**src/rtl/riscv_defines.sv**
```systemverilog
// Shared definitions for the instruction port arbiter.
// Master identifiers and default outstanding depth.
package riscv_defines;

  typedef enum logic {
    ARB_M_CORE = 1'b0,
    ARB_M_AUX  = 1'b1
  } arb_master_e;

  localparam int ARB_MAX_OUTSTANDING_DEF = 2;

endpackage

```
**src/rtl/riscv_arb_id_fifo.sv**
```systemverilog
// 1-bit-wide ID FIFO recording which master owns each
// outstanding fetch. Ports: push_i/data_i, pop_i, full_o, empty_o, head_o.
module riscv_arb_id_fifo
  import riscv_defines::*;
#(
  parameter int DEPTH = ARB_MAX_OUTSTANDING_DEF
) (
  input  logic clk,
  input  logic rst,
  input  logic push_i,
  input  logic data_i,
  input  logic pop_i,
  output logic full_o,
  output logic empty_o,
  output logic head_o
);

  localparam int PW = (DEPTH > 1) ? $clog2(DEPTH) : 1;
  localparam int CW = $clog2(DEPTH + 1);

  logic [DEPTH-1:0] mem_q, mem_d;
  logic [PW-1:0]    wr_q, wr_d;
  logic [PW-1:0]    rd_q, rd_d;
  logic [CW-1:0]    cnt_q, cnt_d;
  logic             do_push, do_pop;

  function automatic logic [PW-1:0] nxt(
    input logic [PW-1:0] p
  );
    return (p == PW'(DEPTH - 1)) ? '0 : p + 1'b1;
  endfunction

  assign full_o  = (cnt_q == CW'(DEPTH));
  assign empty_o = (cnt_q == '0);
  assign head_o  = mem_q[rd_q];

  // A push into a full FIFO is only legal with a
  // simultaneous pop freeing the head slot.
  assign do_push = push_i & (~full_o | pop_i);
  assign do_pop  = pop_i & ~empty_o;

  always_comb begin
    mem_d = mem_q;
    wr_d  = wr_q;
    rd_d  = rd_q;
    cnt_d = cnt_q + CW'(do_push) - CW'(do_pop);
    if (do_push) begin
      mem_d[wr_q] = data_i;
      wr_d        = nxt(wr_q);
    end
    if (do_pop) begin
      rd_d = nxt(rd_q);
    end
  end

  always_ff @(posedge clk or posedge rst) begin
    if (rst) begin
      mem_q <= '0;
      wr_q  <= '0;
      rd_q  <= '0;
      cnt_q <= '0;
    end else begin
      mem_q <= mem_d;
      wr_q  <= wr_d;
      rd_q  <= rd_d;
      cnt_q <= cnt_d;
    end
  end

endmodule

```
**src/rtl/riscv_instr_port_arbiter.sv**
```systemverilog
// Round-robin arbiter sharing one instruction memory port
// between core fetch (m0) and aux fetcher (m1), with
// request locking and an ID FIFO routing rvalid back.
// Ports: mX_req/addr in, mX_gnt/rvalid/err out, m_rdata_o,
// instr_* memory side, busy_o, spurious_rvalid_o.
// Define RISCV_ARB_PMP_ERR_EN to route instr_err_pmp_i.
module riscv_instr_port_arbiter
  import riscv_defines::*;
#(
  parameter int MAX_OUTSTANDING = ARB_MAX_OUTSTANDING_DEF
) (
  input  logic        clk,
  input  logic        rst,
  input  logic        m0_req_i,
  input  logic [31:0] m0_addr_i,
  input  logic        m1_req_i,
  input  logic [31:0] m1_addr_i,
  output logic        m0_gnt_o,
  output logic        m1_gnt_o,
  output logic        m0_rvalid_o,
  output logic        m1_rvalid_o,
  output logic        m0_err_o,
  output logic        m1_err_o,
  output logic [31:0] m_rdata_o,
  output logic        instr_req_o,
  output logic [31:0] instr_addr_o,
  input  logic        instr_gnt_i,
  input  logic        instr_rvalid_i,
  input  logic [31:0] instr_rdata_i,
  input  logic        instr_err_pmp_i,
  output logic        busy_o,
  output logic        spurious_rvalid_o
);

  arb_master_e sel;
  arb_master_e prio_q, prio_d;
  arb_master_e lock_id_q, lock_id_d;
  logic        lock_valid_q, lock_valid_d;
  logic        spur_q, spur_d;
  logic        sel_req;
  logic [31:0] sel_addr;
  logic        gnt;
  logic        pop;
  logic        fifo_full, fifo_empty, fifo_head;

  always_comb begin
    sel = prio_q;
    unique case (1'b1)
      lock_valid_q:
        sel = lock_id_q;
      (~lock_valid_q & m0_req_i & ~m1_req_i):
        sel = ARB_M_CORE;
      (~lock_valid_q & m1_req_i & ~m0_req_i):
        sel = ARB_M_AUX;
      default:
        sel = prio_q;
    endcase
  end

  assign sel_req  = (sel == ARB_M_AUX) ? m1_req_i
                                       : m0_req_i;
  assign sel_addr = (sel == ARB_M_AUX) ? m1_addr_i
                                       : m0_addr_i;

  assign instr_req_o  = sel_req & ~fifo_full;
  assign instr_addr_o = sel_req ? sel_addr : '0;

  assign gnt      = instr_req_o & instr_gnt_i;
  assign m0_gnt_o = gnt & (sel == ARB_M_CORE);
  assign m1_gnt_o = gnt & (sel == ARB_M_AUX);

  // Responses with nothing outstanding are dropped and
  // only flagged.
  assign pop         = instr_rvalid_i & ~fifo_empty;
  assign m0_rvalid_o = pop & ~fifo_head;
  assign m1_rvalid_o = pop & fifo_head;
  assign m_rdata_o   = instr_rdata_i;

`ifdef RISCV_ARB_PMP_ERR_EN
  assign m0_err_o = m0_rvalid_o & instr_err_pmp_i;
  assign m1_err_o = m1_rvalid_o & instr_err_pmp_i;
`else
  logic unused_err;
  assign unused_err = instr_err_pmp_i;
  assign m0_err_o   = 1'b0;
  assign m1_err_o   = 1'b0;
`endif

  assign busy_o = ~fifo_empty | m0_req_i | m1_req_i;
  assign spurious_rvalid_o = spur_q;

  always_comb begin
    prio_d       = prio_q;
    lock_valid_d = lock_valid_q;
    lock_id_d    = lock_id_q;
    spur_d       = spur_q | (instr_rvalid_i & fifo_empty);
    if (gnt) begin
      prio_d = (sel == ARB_M_CORE) ? ARB_M_AUX
                                   : ARB_M_CORE;
      lock_valid_d = 1'b0;
    end else if (lock_valid_q & ~sel_req) begin
      // Owner withdrew mid-handshake: drop the lock.
      lock_valid_d = 1'b0;
    end else if (instr_req_o) begin
      lock_valid_d = 1'b1;
      lock_id_d    = sel;
    end
  end

  always_ff @(posedge clk or posedge rst) begin
    if (rst) begin
      prio_q       <= ARB_M_CORE;
      lock_valid_q <= 1'b0;
      lock_id_q    <= ARB_M_CORE;
      spur_q       <= 1'b0;
    end else begin
      prio_q       <= prio_d;
      lock_valid_q <= lock_valid_d;
      lock_id_q    <= lock_id_d;
      spur_q       <= spur_d;
    end
  end

  riscv_arb_id_fifo #(
    .DEPTH (MAX_OUTSTANDING)
  ) u_id_fifo (
    .clk     (clk),
    .rst     (rst),
    .push_i  (gnt),
    .data_i  (sel == ARB_M_AUX),
    .pop_i   (pop),
    .full_o  (fifo_full),
    .empty_o (fifo_empty),
    .head_o  (fifo_head)
  );

endmodule

```
**config.mk**
```make
export PLATFORM = sky130hd
export DESIGN_NAME = riscv_instr_port_arbiter
export DESIGN_NICKNAME = d
export VERILOG_FILES = /design/src/rtl/riscv_defines.sv /design/src/rtl/riscv_arb_id_fifo.sv /design/src/rtl/riscv_instr_port_arbiter.sv
export SDC_FILE = /design/constraint.sdc
export NUM_CORES = 1
export LEC_CHECK = 0
export ABC_AREA = 1
export CAP_MARGIN = 20
export CORE_MARGIN = 8
export CORE_UTILIZATION = 23
export DETAILED_ROUTE_END_ITERATION = 6
export GPL_ROUTABILITY_DRIVEN = 0
export PLACE_DENSITY = 0.66
export SYNTH_ARGS = -nofsm -noshare
export SYNTH_HDL_FRONTEND = slang
export SYNTH_SLANG_ARGS = --single-unit
```
**constraint.sdc**
```tcl
create_clock -name clk -period 2.2 [get_ports clk]
set_clock_uncertainty 0.2 [all_clocks]
set_input_delay 0.55 -clock clk [delete_from_list [all_inputs] [get_ports clk]]
set_output_delay 0.55 -clock clk [all_outputs]
set_load 0.02 [all_outputs]
```
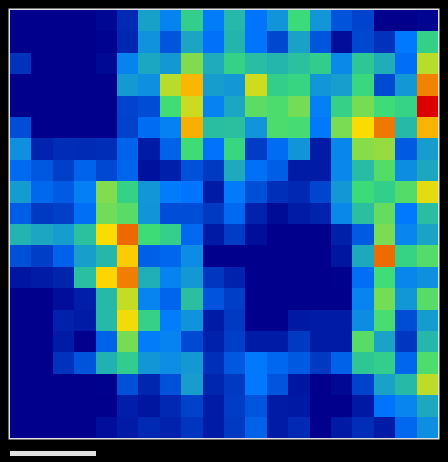
run_1/wire_density.png
Scale bar: 20 um. The die is cut into 20 by 20 equal tiles; dark blue is low, red is high, scaled to the fullest tile. Values are wire area over tile area, all layers added.
mean over tiles: 0.11
nearly empty tiles: 20%
emptiest ninth of the die: upper left
tiles over half the peak: 13%
fullest tile: 0.48

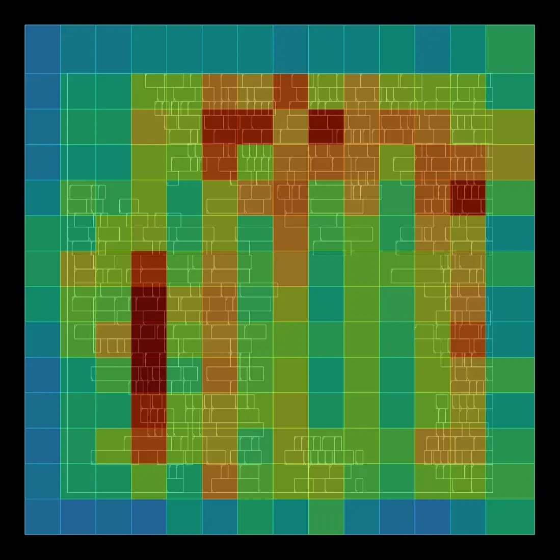
run_1/final_congestion.png
met2 Track Usage GR: 0.241
grt met1 use: 0.136
grt peak-use layer: met2
final core utilization: 0.501

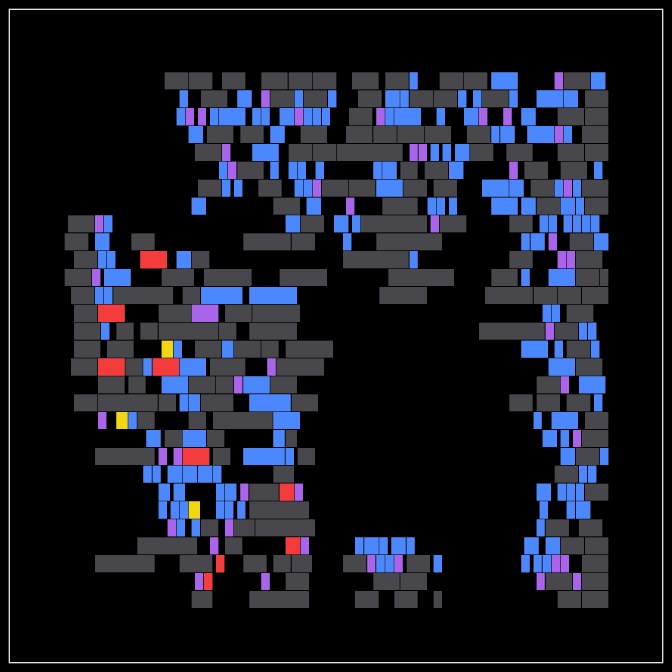
run_1/gate_families.png
| color | family | cells |
|---|---|---|
| blue | NAND gates | 165 |
| red | NOR gates | 9 |
| purple | inverters | 46 |
| yellow | inverting AOI/OAI gates | 3 |

-- run 1: logic make-up (layout without fill, tap and decap cells) --
group | count (synthesis) | in the layout | share of synthesized area
and+or+nand+nor | 174 | 174 | 0.462
buffers and inverters | 91 | 203 | 0.345
DFF | 10 | 10 | 0.157
AOI/OAI and AO/OA | 4 | 4 | 0.0141
xor gates and xnor gates | 2 | 2 | 0.0110
adders and majority gates | 1 | 1 | 0.00786
other | 1 | 2 | 0.00236
-- run 1: state kept, by name (all words and copies together) (netlist names) --
signal             cells
prio_q                 1
u_id_fifo.cnt_q        2
u_id_fifo.wr_q         1
u_id_fifo.mem_q        2
u_id_fifo.rd_q         1
lock_valid_q           1
spurious_rvalid_o      1
lock_id_q              1
-- run 1: cells in the mapped netlist --
library cell,number,area share
buf_12,1,0.013
inv_2,2,0.0047
xor2_1,2,0.011
buf_6,5,0.035
nand3_2,1,0.0063
o21ai_0,2,0.0063
nand2_1,142,0.33
nand3_1,8,0.025
dfrtp_1,10,0.16
nor2_4,1,0.0071
nand3_4,1,0.011
buf_8,2,0.019
nand4_1,3,0.012
buf_4,34,0.16
ha_1,1,0.0079
nand2_2,8,0.031
nor2_1,7,0.017
a21o_1,1,0.0047
buf_2,3,0.0094
nor2_2,1,0.0039
nand2_4,2,0.014
o21ai_1,1,0.0031
conb_1,1,0.0024
inv_1,44,0.10
-- run 1: through the flow --
step | TNS [ns] | setup WS, ns | cells | util | power, mW
5_1_grt | -12.47 | -0.479 | 476 | 0.501 | 4.86
6_report | -9.62 | -0.399 | 476 | 0.501 | 4.52
3_3_place_gp | -38.21 | -1.03 | 447 | 0.383 | 2.84
2_1_floorplan | 0 | 0.0384 | 284 | - | 1.93
4_1_cts | -9.87 | -0.385 | 477 | 0.496 | 4.52
3_5_place_dp | -38.68 | -1.04 | 447 | 0.383 | 2.87
-- run 1: what timing repair did --
item                       CTS  global route
setup endpoints to repair   39            37
hold buffers                 0             0
gates cloned                 7             0
buffers inserted            19             1
gates resized              322            25
pin swaps                   30            10
-- run 1: path summary, 6_finish.rpt --
| kind | end | depth (start not counted) | from |
|---|---|---|---|
| min | spurious_rvalid_o | 1 | spurious_rvalid_o |
| max reg2reg | u_id_fifo.mem_q[0] | 12 | prio_q |
| min in group asynchronous | prio_q | 2 | rst |
| max in group asynchronous | u_id_fifo.wr_q | 2 | rst |
| max | instr_addr_o[11] | 13 | prio_q |
| min reg2reg | spurious_rvalid_o | 1 | spurious_rvalid_o |
-- run 1: power by group --
part | total, mW | leakage [nW] | internal, mW | switching (mW)
clock network | 0.246 | 0.0288 | 0.158 | 0.0872
registers | 0.342 | 0.120 | 0.267 | 0.0758
logic | 3.94 | 1.74 | 2.03 | 1.91
total | 4.52 | 1.89 | 2.45 | 2.07
-- run 1: per-layer routing --
layer	GRT usage	vias to the layer above	routed length (um)
li1	-	1011	-
met1	0.136	877	2580
met2	0.241	85	3380
met3	0.0391	27	527
met4	0.0605	0	232
met5	0	-	0
==> Changelog: implementation, run 1 <==
### Physical design

* Status: finished, violations left
* Failing checks: setup timing
* Largest net degree at the start of global routing at 14
* Maxcap violations at 0
* Core Region at 0.00676 mm2
* Tot GR Track Use at 0.132
* Largest area class, layout: non-clock buffers
* Top logic cell by instance count in the layout: nand2_1
* Setup ws final at -0.399 ns
* Detail Placement HPWL at between 4000 and 5000 um
* Buffers & Inverters on Critical Path at 6
* H-tree Lvls at 1
* First-pass GRT wire length at around 11000 um
* Yosys stat chip area at 0.00159 mm2
* Seq cells post-synth at 10
* Worst hold slack at approximately 0.26 ns
* Cell repeated most along the worst path: nand2_4
* Crit path kind: reg -> out
* CLK BUF at 4
* Cycle use final at 1.18
* Max Fclk at about 380 MHz
* Number of non-clock inverters at 46
* Grt ovf at 0
* CP max FO at 6
* CP peak stage delay at 0.43 ns
* Clk buf depth at 2
* DRC viols at 0
* Seq/total area at 0.0739
* Crit path DAT at roughly 1.9 ns
* Critical-path top delay cell: dfrtp_1
* Comb area share at 0.313
* Reg area at around 250 um2
* RSZ-0062 raised after global routing: true
* Setup Viol. Count Final at 35
* Drt first pass iters at 4
* Root buf cell: clkbuf_8
* IO Count at roughly 180
* R2R setup slack at about 0.37 ns
* DP Area at 0.00259 mm2
* Final Hold Viols at 0
* Crit start category: flip-flop
* Syn_area_per_cell at between 5 and 6 um2
* Vias in the first global route at 2180
* Static leakage at roughly 1.9 nW
* Min-Delay Path Class: reg -> reg
* Routed WL at roughly 6700 um
* CTS clk-pin slew, worst paths at roughly 0.050 ns
* Antenna-violating nets left at 0
* Filler cells at approximately 630
* Final instance area at 0.00339 mm2
==> run 2, diff against run 1 <==
==> constraint.sdc (replaced) <==
create_clock -name clk -period 2.2 [get_ports clk]
set_clock_uncertainty 0.2 [all_clocks]
set_input_delay 0.22 -clock clk [delete_from_list [all_inputs] [get_ports clk]]
set_output_delay 0.22 -clock clk [all_outputs]
set_load 0.02 [all_outputs]
==> run 2 against run 1 <==
- critical path depth shrank 3
- synthesized cell count unchanged
- wire length decreased by 13%
- the flow now finishes without violations
- register-to-register slack is essentially flat
- combinational power decreased by 38%
==> Changelog: implementation, run 2 <==
### Physical design

* CP max FO at 6 (unchanged)
* Cell area leaders: nand2_1, buf_4, dfrtp_1
* Grt ovf at 0 (unchanged)
* Grt peak-use layer: met2
* Vias in the first global route at 1869 (-14%)
* IO Count at 176 (unchanged)
* DP Area at 0.00256 mm2 (-0.87%)
* Final instance area at 0.00259 mm2 (-24%)
* Status: finished clean
* Max Fclk at 484 MHz (+26%)
* Worst hold slack at 0.0713 ns (-0.185 ns)
* Routed WL per cell at around 13 um
* Yosys Warn Count at 0
* Met2 Track Usage GR at 0.197 (-0.0437)
* DRC viols at 0 (unchanged)
* R2R setup slack at 0.36 ns (about the same)
* Crit path kind: reg -> out
* Crit path DAT at 1.65 ns (-0.20 ns)
* Filler cells at 743 (+19%)
* CTS Sinks at 10
* Drt first pass iters at 4 (unchanged)
* FP Util at 0.236
* RSZ-0062 raised after global routing: false
* CTS clk-pin slew, worst paths at 0.05 ns (about the same)
* Share of layout cells above drive strength 1 at 0.207
* VDD IR max at 0.569 mV
* Top cell area share at 0.335 (unchanged)
* Grt met3 use at 0.0307 (-0.00838)
* Most used DFF post-synth: dfrtp_1
* Largest registers: u_id_fifo.cnt_q x2, u_id_fifo.mem_q x2
* Final Hold Viols at 0 (unchanged)
* Maxcap violations at 0 (unchanged)
* Setup Viol. Count Final at 0 (-100%)
* Die Height at around 99 um
* Post-synth EDFFs at 0 (unchanged)
* Core Region at 0.00676 mm2 (unchanged)
* Root buf cell: clkbuf_8
* Tmin final at 2.07 ns
* Clk buf depth at 2 (unchanged)
* Asr flop ratio synth at 1.00 (unchanged)
* Antenna-violating nets left at 0 (unchanged)
* Static leakage at 1.59 nW (-16%)
* Cts bufs inserted at 3
* Avg Vias per Cell at 4.00
* Syn_area_per_cell at 5.62 um2 (unchanged)
* Crit end category: output pin
* Tot GR Track Use at 0.109 (-0.0225)
* Seq cells post-synth at 10 (unchanged)
* Grt met1 use at 0.119 (-0.0169)
* Yosys stat chip area at 0.00159 mm2 (unchanged)
* Area grow syn2layout at 62.5%
* Routed WL at 5830 um (-13%)
* Most frequent cell after synthesis: nand2_1
* Min-Delay Path Class: in -> async
* Cycle use final at 0.939 (-0.242)
* R2R Path End: u_id_fifo.mem_q[0]
* PortBufs at between 100 and 150
* R2R depth at 10 (-2)
* Gate Count Post-Synth at around 280
* Tool warnings at 28
* Setup TNS at 0 ns (+9.62 ns)
* Crit start category: flip-flop
* First-pass GRT wire length at 9050 um (-15%)
* Largest net degree at the start of global routing at 27 (+13)
* Post-synth top cells: nand2_1, inv_1, buf_4, dfrtp_1
* Top logic cell by instance count in the layout: nand2_1
* Cell taking the most area after synthesis: nand2_1
* H-tree Lvls at 1 (unchanged)
* Detail Placement HPWL at 4580 um (-0.93%)
* FF-to-FF Start: lock_valid_q
[run 2: cell families after synthesis]
| group | Yosys count | share of synthesized area |
|---|---|---|
| AOI/OAI and AO/OA | 4 | 0.0141 |
| xor gates and xnor gates | 2 | 0.0110 |
| adders and majority gates | 1 | 0.00786 |
| buffers and inverters | 91 | 0.345 |
| DFF | 10 | 0.157 |
| other | 1 | 0.00236 |
| and+or+nand+nor | 174 | 0.462 |
[run 2: repair_timing]
action / in CTS / in global routing
setup endpoints to repair: 35 / 35
gates resized: 123 / 42
hold buffers: 0 / 0
setup buffers: 0 / 1
gates cloned: 0 / 3
pin swaps: 0 / 2
endpoints found under the hold margin: 0 / 0
[run 2: final cells by class]
cell class,instances,area [um2],share of cell area
inverter,46,175,0.0677
sequential,10,250,0.0968
multi-input combinational,183,806,0.312
timing repair buffer,129,1200,0.464
tap,80,100,0.0387
clock buffer,4,55.1,0.0213
[run 2: per-stage QoR]
step           total power, mW  std cells  utilization  setup WS, ns
6_report                  3.02        452        0.383         0.133
5_1_grt                   3.33        452        0.383        0.0148
4_1_cts                   2.90        448        0.375       -0.0415
3_5_place_dp              2.83        444        0.380        -0.401
3_3_place_gp              2.80        444        0.380        -0.371
2_1_floorplan             1.93        284            -         0.553
[run 2: routing by layer]
metal	vias to the layer above	part of all wire
li1	960	-
met1	762	0.42
met4	0	0.025
met3	18	0.075
met5	-	0
met2	69	0.48
[run 2: power by group]
| part | total [mW] | switching [mW] | internal, mW |
|---|---|---|---|
| Combinational | 2.46 | 1.41 | 1.06 |
| Sequential | 0.325 | 0.0587 | 0.267 |
| Clock | 0.229 | 0.0721 | 0.157 |
[run 2: worst max-delay path by stage]
stage / slack, ns / to / start / depth (start not counted)
2_1_floorplan: 0.55 / m0_gnt_o / prio_q / 7
3_3_place_gp: -0.37 / instr_addr_o[28] / m1_req_i / 12
3_5_place_dp: -0.40 / instr_addr_o[28] / m1_req_i / 12
4_1_cts: -0.04 / instr_addr_o[28] / m1_req_i / 12
5_1_grt: 0.01 / instr_addr_o[26] / prio_q / 10
6_report: 0.13 / instr_addr_o[3] / prio_q / 10
[run 2: critical path: stages, from the launching register on]
cell and delay [ns]:
dfrtp_1 0.39, nor2_1 0.12, nor2_2 0.05, nand2_2 0.09
nand2_4 0.09, nand2_1 0.11, nand2_4 0.12, clkbuf_16 0.19
nand2_1 0.06, inv_1 0.04, buf_4 0.15
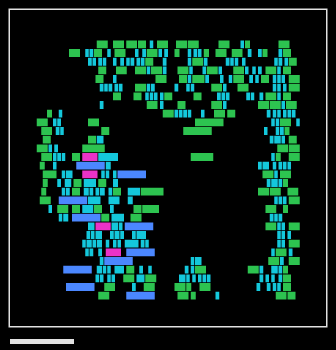
run_2/cell_classes.png
Scale bar: 20 um.
| color | class | cells | share of their area |
|---|---|---|---|
| cyan | all other logic | 229 | 39% |
| magenta | clock drivers and dummy loads | 4 | 2.2% |
| blue | flops | 10 | 10% |
| green | other buffers and delay cells | 129 | 48% |

Power figures rest on the tool's default switching activity, not on a simulated workload.
